<file path="src/rtl/stack_ctrl.sv">
// stack_ctrl: hardware stack controller arbitrating interrupt and core push/pop requests onto a single-port stack memory.
//   clk, reset                         : clock, asynchronous active-low reset
//   c_valid/c_op/c_wdata/c_ready       : core request port (op 0=push, 1=pop)
//   c_rsp_valid/c_rsp_rdata/c_rsp_err  : core response port
//   i_*                                : interrupt-unit port, same meaning, wins arbitration
//   mem_req/mem_we/mem_addr/mem_wdata  : stack memory request, held until mem_ack
//   mem_ack/mem_rdata                  : memory completion and read data
//   sp                                 : empty-descending stack pointer
//   overflow/underflow/flag_clr        : sticky error flags and their clear
//   busy                               : controller not idle
module stack_ctrl #(
    parameter logic [15:0] STACK_TOP   = 16'hFFFF,
    parameter logic [15:0] STACK_LIMIT = 16'hFF00
) (
    input  logic        clk,
    input  logic        reset,
    input  logic        c_valid,
    input  logic        c_op,
    input  logic [15:0] c_wdata,
    output logic        c_ready,
    output logic        c_rsp_valid,
    output logic [15:0] c_rsp_rdata,
    output logic        c_rsp_err,
    input  logic        i_valid,
    input  logic        i_op,
    input  logic [15:0] i_wdata,
    output logic        i_ready,
    output logic        i_rsp_valid,
    output logic [15:0] i_rsp_rdata,
    output logic        i_rsp_err,
    output logic        mem_req,
    output logic        mem_we,
    output logic [15:0] mem_addr,
    output logic [15:0] mem_wdata,
    input  logic        mem_ack,
    input  logic [15:0] mem_rdata,
    output logic [15:0] sp,
    output logic        overflow,
    output logic        underflow,
    input  logic        flag_clr,
    output logic        busy
);
    typedef enum logic [1:0] {IDLE, ISSUE, RESP} state_t;
    state_t      r_state;
    logic        r_owner;
    logic        r_op;
    logic [15:0] r_sp;
    logic        r_ovf;
    logic        r_unf;
    logic        r_mem_req;
    logic        r_mem_we;
    logic [15:0] r_mem_addr;
    logic [15:0] r_mem_wdata;
    logic        r_c_rsp;
    logic        r_i_rsp;
    logic [15:0] r_rdata;
    logic        r_err;
    logic        w_idle;
    logic        w_accept;
    logic        w_op;
    logic [15:0] w_wdata;
    logic        w_bad;
    assign w_idle   = r_state == IDLE;
    assign i_ready  = w_idle && i_valid;
    assign c_ready  = w_idle && c_valid && !i_valid;
    assign w_accept = i_ready || c_ready;
    assign w_op     = i_valid ? i_op : c_op;
    assign w_wdata  = i_valid ? i_wdata : c_wdata;
    // push on a full stack or pop on an empty one is answered without touching memory
    assign w_bad    = w_op ? (r_sp == STACK_TOP) : (r_sp == STACK_LIMIT);
    always_ff @(posedge clk or negedge reset) begin
        if (!reset) begin
            r_state     <= IDLE;
            r_owner     <= 1'b0;
            r_op        <= 1'b0;
            r_sp        <= STACK_TOP;
            r_ovf       <= 1'b0;
            r_unf       <= 1'b0;
            r_mem_req   <= 1'b0;
            r_mem_we    <= 1'b0;
            r_mem_addr  <= '0;
            r_mem_wdata <= '0;
            r_c_rsp     <= 1'b0;
            r_i_rsp     <= 1'b0;
            r_rdata     <= '0;
            r_err       <= 1'b0;
        end else begin
            // a flag set later in this block overrides the clear
            if (flag_clr) begin
                r_ovf <= 1'b0;
                r_unf <= 1'b0;
            end
            case (r_state)
                IDLE: if (w_accept) begin
                    r_owner     <= i_valid;
                    r_op        <= w_op;
                    r_mem_wdata <= w_wdata;
                    if (w_bad) begin
                        if (w_op) r_unf <= 1'b1;
                        else      r_ovf <= 1'b1;
                        r_c_rsp <= !i_valid;
                        r_i_rsp <= i_valid;
                        r_rdata <= '0;
                        r_err   <= 1'b1;
                        r_state <= RESP;
                    end else begin
                        r_mem_req  <= 1'b1;
                        r_mem_we   <= !w_op;
                        r_mem_addr <= w_op ? r_sp + 16'd1 : r_sp;
                        r_state    <= ISSUE;
                    end
                end
                ISSUE: if (mem_ack) begin
                    r_mem_req <= 1'b0;
                    r_mem_we  <= 1'b0;
                    r_sp      <= r_op ? r_sp + 16'd1 : r_sp - 16'd1;
                    r_rdata   <= r_op ? mem_rdata : 16'd0;
                    r_err     <= 1'b0;
                    r_c_rsp   <= !r_owner;
                    r_i_rsp   <= r_owner;
                    r_state   <= RESP;
                end
                default: begin
                    r_c_rsp <= 1'b0;
                    r_i_rsp <= 1'b0;
                    r_rdata <= '0;
                    r_err   <= 1'b0;
                    r_state <= IDLE;
                end
            endcase
        end
    end
    assign c_rsp_valid = r_c_rsp;
    assign c_rsp_rdata = r_c_rsp ? r_rdata : 16'd0;
    assign c_rsp_err   = r_c_rsp && r_err;
    assign i_rsp_valid = r_i_rsp;
    assign i_rsp_rdata = r_i_rsp ? r_rdata : 16'd0;
    assign i_rsp_err   = r_i_rsp && r_err;
    assign mem_req     = r_mem_req;
    assign mem_we      = r_mem_we;
    assign mem_addr    = r_mem_addr;
    assign mem_wdata   = r_mem_wdata;
    assign sp          = r_sp;
    assign overflow    = r_ovf;
    assign underflow   = r_unf;
    assign busy        = !w_idle;
endmodule

</file>
<file path="config.mk">
export PLATFORM = sky130hd
export DESIGN_NAME = stack_ctrl
export DESIGN_NICKNAME = d
export VERILOG_FILES = /design/src/rtl/stack_ctrl.sv
export SDC_FILE = /design/constraint.sdc
export NUM_CORES = 1
export LEC_CHECK = 0
export ABC_AREA = 1
export CAP_MARGIN = 20
export CORE_ASPECT_RATIO = 0.5
export CORE_UTILIZATION = 40
export DETAILED_ROUTE_END_ITERATION = 16
export PLACE_DENSITY = 0.71
export RECOVER_POWER = 50
export SYNTH_ARGS = -nofsm -noshare
export SYNTH_HDL_FRONTEND = slang
export SYNTH_SLANG_ARGS = --single-unit
</file>
<file path="constraint.sdc">
create_clock -name clk -period 2.2 [get_ports clk]
set_clock_uncertainty 0.15 [all_clocks]
set_input_delay 0.22 -clock clk [delete_from_list [all_inputs] [get_ports clk]]
set_output_delay 0.22 -clock clk [all_outputs]
set_load 0.02 [all_outputs]
</file>
run_1/route_heat.png
31 x 16 tiles, from white (low) to dark blue (high), scaled to the fullest tile. Values are wire area over tile area, all layers added.
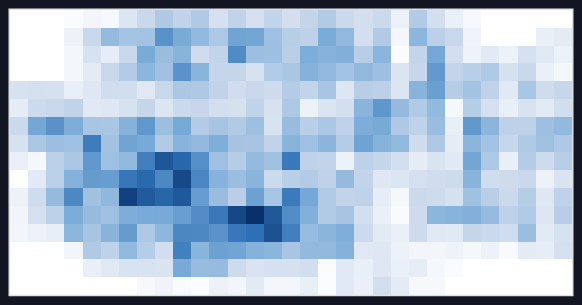
The mean over all tiles is 0.18. The fullest tile reaches 0.64. The densest ninth of the die: middle left. The emptiest ninth of the die: lower right. 12% of the tiles are over half the peak. 10% of the tiles are nearly empty.

run_1/port_trees.png
Bar = 50 um.
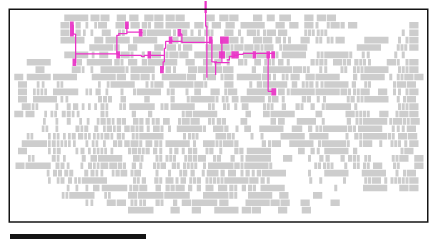
Key: magenta = i_valid [direction input, end cells 19, buffers 3, wire 193 um]
I/O pin count: 147
PortBufs: 146

run_1/m2.png
Bar = 50 um.
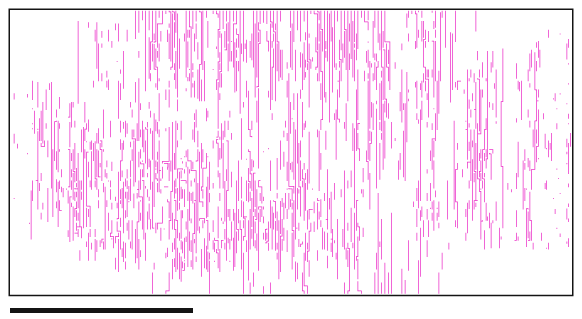
689 nets have wire on it. The layer holds 46% of the routed length.

run 1: power by group:
part           internal (mW)  switching (mW)  leakage, nW
logic                   1.90            2.93         2.24
registers               2.10           0.605        0.904
clock network          0.995           0.596        0.149
total                   4.99            4.13         3.29
run 1: logic make-up after synthesis:
kind of cell | count (synthesis) | synth area share, %
AOI/OAI and AO/OA | 57 | 6.88
xor gates and xnor gates | 8 | 1.53
adders and majority gates | 2 | 0.546
buffers and inverters | 104 | 9.74
DFF | 75 | 41.4
and+or+nand+nor | 437 | 39.9
run 1: path summary, 6_finish.rpt:
| kind | start | to | slack, ns |
|---|---|---|---|
| setup / recovery | sp[0] | mem_addr[6] | 0.12 |
| hold / removal | i_wdata[14] | mem_wdata[14] | 0.30 |
| setup reg to reg | sp[0] | mem_addr[6] | 0.12 |
| hold reg to reg | mem_req | mem_req | 0.32 |
| max in group asynchronous | reset | mem_wdata[6] | 0.35 |
| min in group asynchronous | reset | r_rdata[0] | 0.52 |
run 1: per-stage QoR:
stage                     hold WS (ns)  setup slack (ns)  cells  total power, mW  instance area [um2]
final                            0.300             0.118    980             9.12                 6560
after global routing             0.298            0.0185    980             9.81                 6560
after CTS                        0.287            0.0371    980             9.26                 6560
after detailed placement         0.127            0.0391    963             7.63                 6230
after global placement           0.119            0.0841    963             7.54                 6230
after floorplan                 -0.226             0.232    683             5.67                 4590
run 1: routing by layer:
metal,GRT usage (%),part of all wire (%)
met5,0,0
met4,8.20,1.4
met3,4.86,6.1
met2,37.8,46
met1,32.3,47
run 1: critical path, stage by stage (launching register included):
cell	delay [ns]
dfstp_1	0.64
ha_1	0.26
nand3_1	0.13
nor2_1	0.22
xor2_1	0.12
o21ai_0	0.35
o21ai_1	0.09
run 1: cell usage after synthesis, types with 2 or more instances:
| cell | n | area [um2] |
|---|---|---|
| o21ai_1 | 8 | 40.0 |
| a21oi_1 | 7 | 35.0 |
| nand4_1 | 10 | 62.6 |
| o22ai_1 | 2 | 12.5 |
| nor2_2 | 4 | 25.0 |
| buf_2 | 8 | 40.0 |
| ha_1 | 2 | 25.0 |
| nor3_1 | 2 | 10.0 |
| inv_2 | 4 | 15.0 |
| inv_1 | 64 | 240 |
| buf_8 | 2 | 30.0 |
| o211ai_1 | 2 | 15.0 |
| nand3_1 | 72 | 360 |
| o21ai_0 | 21 | 105 |
| dfstp_2 | 16 | 420 |
| nand2_2 | 3 | 18.8 |
| a31oi_1 | 16 | 100 |
| xor2_1 | 8 | 70.1 |
| buf_4 | 3 | 22.5 |
| nand2_4 | 5 | 56.3 |
| clkbuf_1 | 19 | 71.3 |
| nor2_1 | 73 | 274 |
| dfrtp_1 | 59 | 1480 |
| nand2_1 | 264 | 991 |
run 1: registers in the layout (all words and copies together) (netlist names):
register     count
mem_addr        16
r_op             1
c_rsp_valid      1
mem_we           1
i_rsp_valid      1
mem_req          1
overflow         1
underflow        1
r_owner          1
r_rdata         16
r_err            1
sp              16
mem_wdata       16
r_state          2
run 1: what timing repair did:
item / in CTS / in global routing
hold endpoints to repair: 30 / 0
setup endpoints to repair: 11 / 6
resized: 2 / 4
pin swaps: 0 / 0
hold buffers: 1 / 0
==> changes_impl.md, run 1 <==
### Physical design

* Synthesis-to-finish area growth at 43.0%
* Hold Vio Cnt, Final at 0
* H-Tree Depth at 3
* Distinct cells, synth at 33
* Post-synthesis sequential area ratio at 41.4%
* Synth warn at 0
* HPWL after DPL at 9.84 mm
* Buffers, non-clock at 170
* Yosys Instances at 683
* R2R cell count at 6
* CTS buffer count at 9
* Crit. End Element: flip-flop
* CTS tree: done
* Initial drt markers at 460
* Clock buffers at 10
* MaxCap Viol Count at 0
* Congestion Overflow GR at 0
* Multi-input gates at 504
* Most frequent logic cell in the layout: nand2_1
* CP max FO at 6
* Initial antenna violation count at 0
* Synth Instances at 683
* Layout cells sized above 1 at 8.74%
* Routed via count at 4,871
* Root Driver: clkbuf_16
* Avg WL per Cell at 13.7 um
* Largest net degree at the start of global routing at 49
* Critical path class: flip-flop to flip-flop
* Crit path time final at 2.08 ns
* Flop share of the area at 28.9%
* Nets at 888
* Chip area at 11,900 um2
* RSZ-0062 raised after global routing: false
* # setup viols final at 0
* Setup TNS Final at 0 ns
* Post-Syn Area at 4590 um2
* DRC at 0
* Final Core Density at 59.2%
* Clk sinks at 75
* DR pass1 iterations at 5
* Ys flops at 75
* Post-route antenna net violation count at 0
* Buffer depth of the longest clock path at 2
* Vias per cell at 4.97
* Clock tree cell share of total cell area at 4.85%
* Clk slew on worst S/H paths at 0.06 ns
* Slew HR at 18.8%
* Max IR drop VDD at 614 uV
* Chip width at 153 um
* Comb area share at 34.3%
* Data required, critical path at 2.26 ns
* Leakage at 3.29 nW
* # rows at 27
* Most frequent cells in the layout: nand2_1 (264), clkdlybuf4s50_1 (106), nor2_1 (73)
* First-pass GRT wire length at 22.3 mm
* Largest cell class by area: combinational gates
* FF+latch area at 1900 um2
* Total GRT Usage at 23.8%
* Core Region at 11,100 um2
* Mapped Nets at 741
* Signal buf overhead at 25.0%
* Fp util at 41.4%
* Synth async-reset ratio at 100%
* Post-synth EDFFs at 0
* Status: completed
* GP Congestion at 0.912
* Final wirelength at 13.4 mm
* Vias in the first global route at 4,560
* Die height at 77.7 um
* Layout fillers at 1,039
* Critical Path Start Type: flip-flop
* Slew of the pin with the lowest slew margin at 1.22 ns
* Antenna diodes at 0
* Final Max Tran Viols at 0
* Comb area at 2250 um2
* Inverters at 70
* Max Clk Rate at 0.480 GHz
--- run 2 (diff from run 1) ---
--- a/config.mk
+++ b/config.mk
@@ -9,6 +9,8 @@
 export CAP_MARGIN = 20
 export CORE_ASPECT_RATIO = 0.5
 export CORE_UTILIZATION = 40
+export CTS_BUF_LIST = sky130_fd_sc_hd__clkbuf_8
+export CTS_CLUSTER_DIAMETER = 200
 export DETAILED_ROUTE_END_ITERATION = 16
 export PLACE_DENSITY = 0.71
 export RECOVER_POWER = 50
run_2/m2.png
Bar = 50 um.
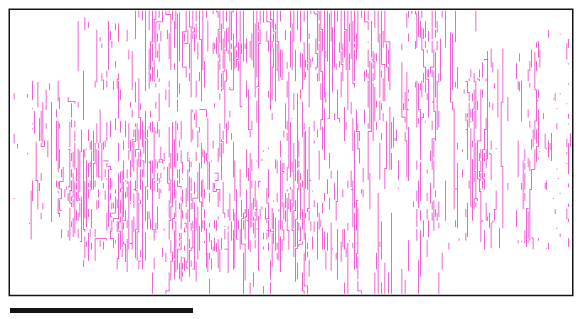
681 nets have wire on it. The layer carries 6,140 um of wire. The layer holds 46% of the routed length.

run_2/port_trees.png
Bar = 50 um.
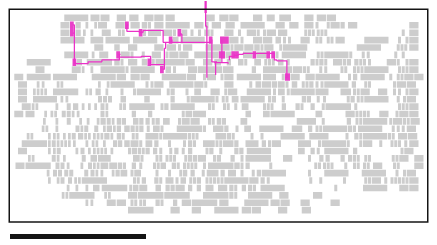
Key: magenta = i_valid [direction input, end cells 19, buffers 3, wire 198 um]

==> run 2 against run 1 <==
  * Worst hold slack worse by 0.025 ns
  * Clock-buffer cell count is 1 lower
  * Register-to-register slack hardly changed
  * First-iteration DRC count is 2.4% higher
  * Maximum frequency is 0.42% lower
  * Combinational power hardly changed
  * Via count hardly changed
  * Non-clock buffer count stayed put
  * Synthesized cell count stayed put
  * Area after synthesis stayed put
==> changes_impl.md, run 2 <==
### Physical design

* DRC at 0
* Post-synth top area share at 32.2%
* Area contributors post-synth: dfrtp_1 (32%), nand2_1 (22%), dfstp_2 (9.2%)
* Routed via count at 4,869
* Most frequent cells in the layout: nand2_1 (264), clkdlybuf4s50_1 (110), nor2_1 (73)
* Slew of the pin with the lowest slew margin at 1.23 ns
* Initial drt markers at 471
* Min-Delay Endpoint: mem_wdata[3]
* Initial antenna violation count at 0
* Yosys top cell by instances: nand2_1
* Met1 GRT Util at 32.2%
* Met2 GRT Util at 37.8%
* Worst R2R Start: sp[0]
* Top Usage Layer GRT: met2
* Post-synthesis sequential area ratio at 41.4%
* Total GRT Usage at 23.6%
* Max Clk Rate at 0.478 GHz
* Area leader, netlist: dfrtp_1
* Routing usage on met3 at 4.58%
* Core Region at 11,100 um2
* Min Hold Slack at 0.276 ns
* # rows at 27
* Setup TNS Final at 0 ns
* Top cells by count: nand2_1 (264), nor2_1 (73), nand3_1 (72)
* Congestion Overflow GR at 0
* # setup viols final at 0
* Buffer depth of the longest clock path at 2
* Post-route antenna net violation count at 0
* I/O pin count at 147
* Slew HR at 18.3%
* Setup ws final at 0.109 ns
* Final Core Density at 58.3%
* Largest net degree at the start of global routing at 49
* Critical path class: flip-flop to flip-flop
* Root Driver: clkbuf_8
* Layout cells sized above 1 at 8.86%
* CTS tree: done
* H-Tree Depth at 3
* Chip width at 153 um
* Vias in the first global route at 4,540
* R2R cell count at 6
* GP Congestion at 0.912
* Ys flops at 75
* CP max FO at 6
* Total power at 8.73 mW
* Avg WL per Cell at 13.7 um
* Die height at 77.7 um
* Final Max Tran Viols at 0
* Status: completed
* Vias per cell at 4.97
* Post-synth EDFFs at 0
* HP Start: i_wdata[3]
* Max IR drop VDD at 536 uV
* Leakage at 3.25 nW
* Crit path time final at 2.09 ns
* Nets at 888
* Data required, critical path at 2.29 ns
* Yosys Instances at 683
* Crit. End Element: flip-flop
* Layout fillers at 1,054
* Antenna diodes at 0
* Most frequent logic cell in the layout: nand2_1
* PortBufs at 146
run 2: cell counts after synthesis:
Identical to the previous run, type by type.
run 2: worst max-delay path by stage:
stage                      to  cells after the start         from  slack [ns]
6_report          mem_addr[6]                      6        sp[0]        0.11
5_1_grt        c_rsp_rdata[8]                      4  c_rsp_valid       0.004
4_1_cts               c_ready                      4   r_state[1]        0.02
3_5_place_dp      r_rdata[11]                      9      i_valid        0.04
3_3_place_gp       r_rdata[3]                      9      i_valid        0.08
2_1_floorplan     i_rsp_valid                     11        sp[9]        0.23
run 2: per-layer routing:
metal	routed length, um	share of wire (%)
met3	843	6.3
met2	6140	46
met5	0	0
met1	6270	47
met4	180	1.3
run 2: report_power, final:
part / internal (mW) / switching (mW)
clock: 0.636 / 0.553
combinational: 1.91 / 2.93
sequential: 2.10 / 0.605
total: 4.64 / 4.09
run 2: through the flow:
step | instances | cell area (um2)
2_1_floorplan | 683 | 4590
3_3_place_gp | 963 | 6230
3_5_place_dp | 963 | 6230
4_1_cts | 980 | 6460
5_1_grt | 980 | 6460
6_report | 980 | 6460
run 2: cell families (layout without fill, tap and decap cells):
logic type                 Yosys count  in the layout  synth area share [%]
adders and majority gates            2              2                 0.546
and+or+nand+nor                    437            437                  39.9
AOI/OAI and AO/OA                   57             57                  6.88
DFF                                 75             75                  41.4
buffers and inverters              104            256                  9.74
xor gates and xnor gates             8              8                  1.53
run 2: critical path: stages (launching register included):
cell,delay (ns)
dfstp_1,0.65
ha_1,0.26
nand3_1,0.13
nor2_1,0.23
xor2_1,0.12
o21ai_0,0.34
o21ai_1,0.09
run 2: timing repair:
item,4_1_cts,5_1_grt
setup endpoints to repair,18,18
resized,2,5
endpoints found under the hold margin,30,0
hold buffers,1,0
pin swaps,0,0
run 2: final cells by class:
cell class | count | area (um2) | area share [%]
clock inverter | 7 | 92.6 | 1.43
sequential | 75 | 1900 | 29.4
tap | 145 | 181 | 2.81
timing repair buffer | 170 | 1640 | 25.4
clock buffer | 9 | 124 | 1.92
multi-input combinational | 504 | 2250 | 34.8
inverter | 70 | 270 | 4.18
No activity file was given, so power comes from the tool's default toggle rates.
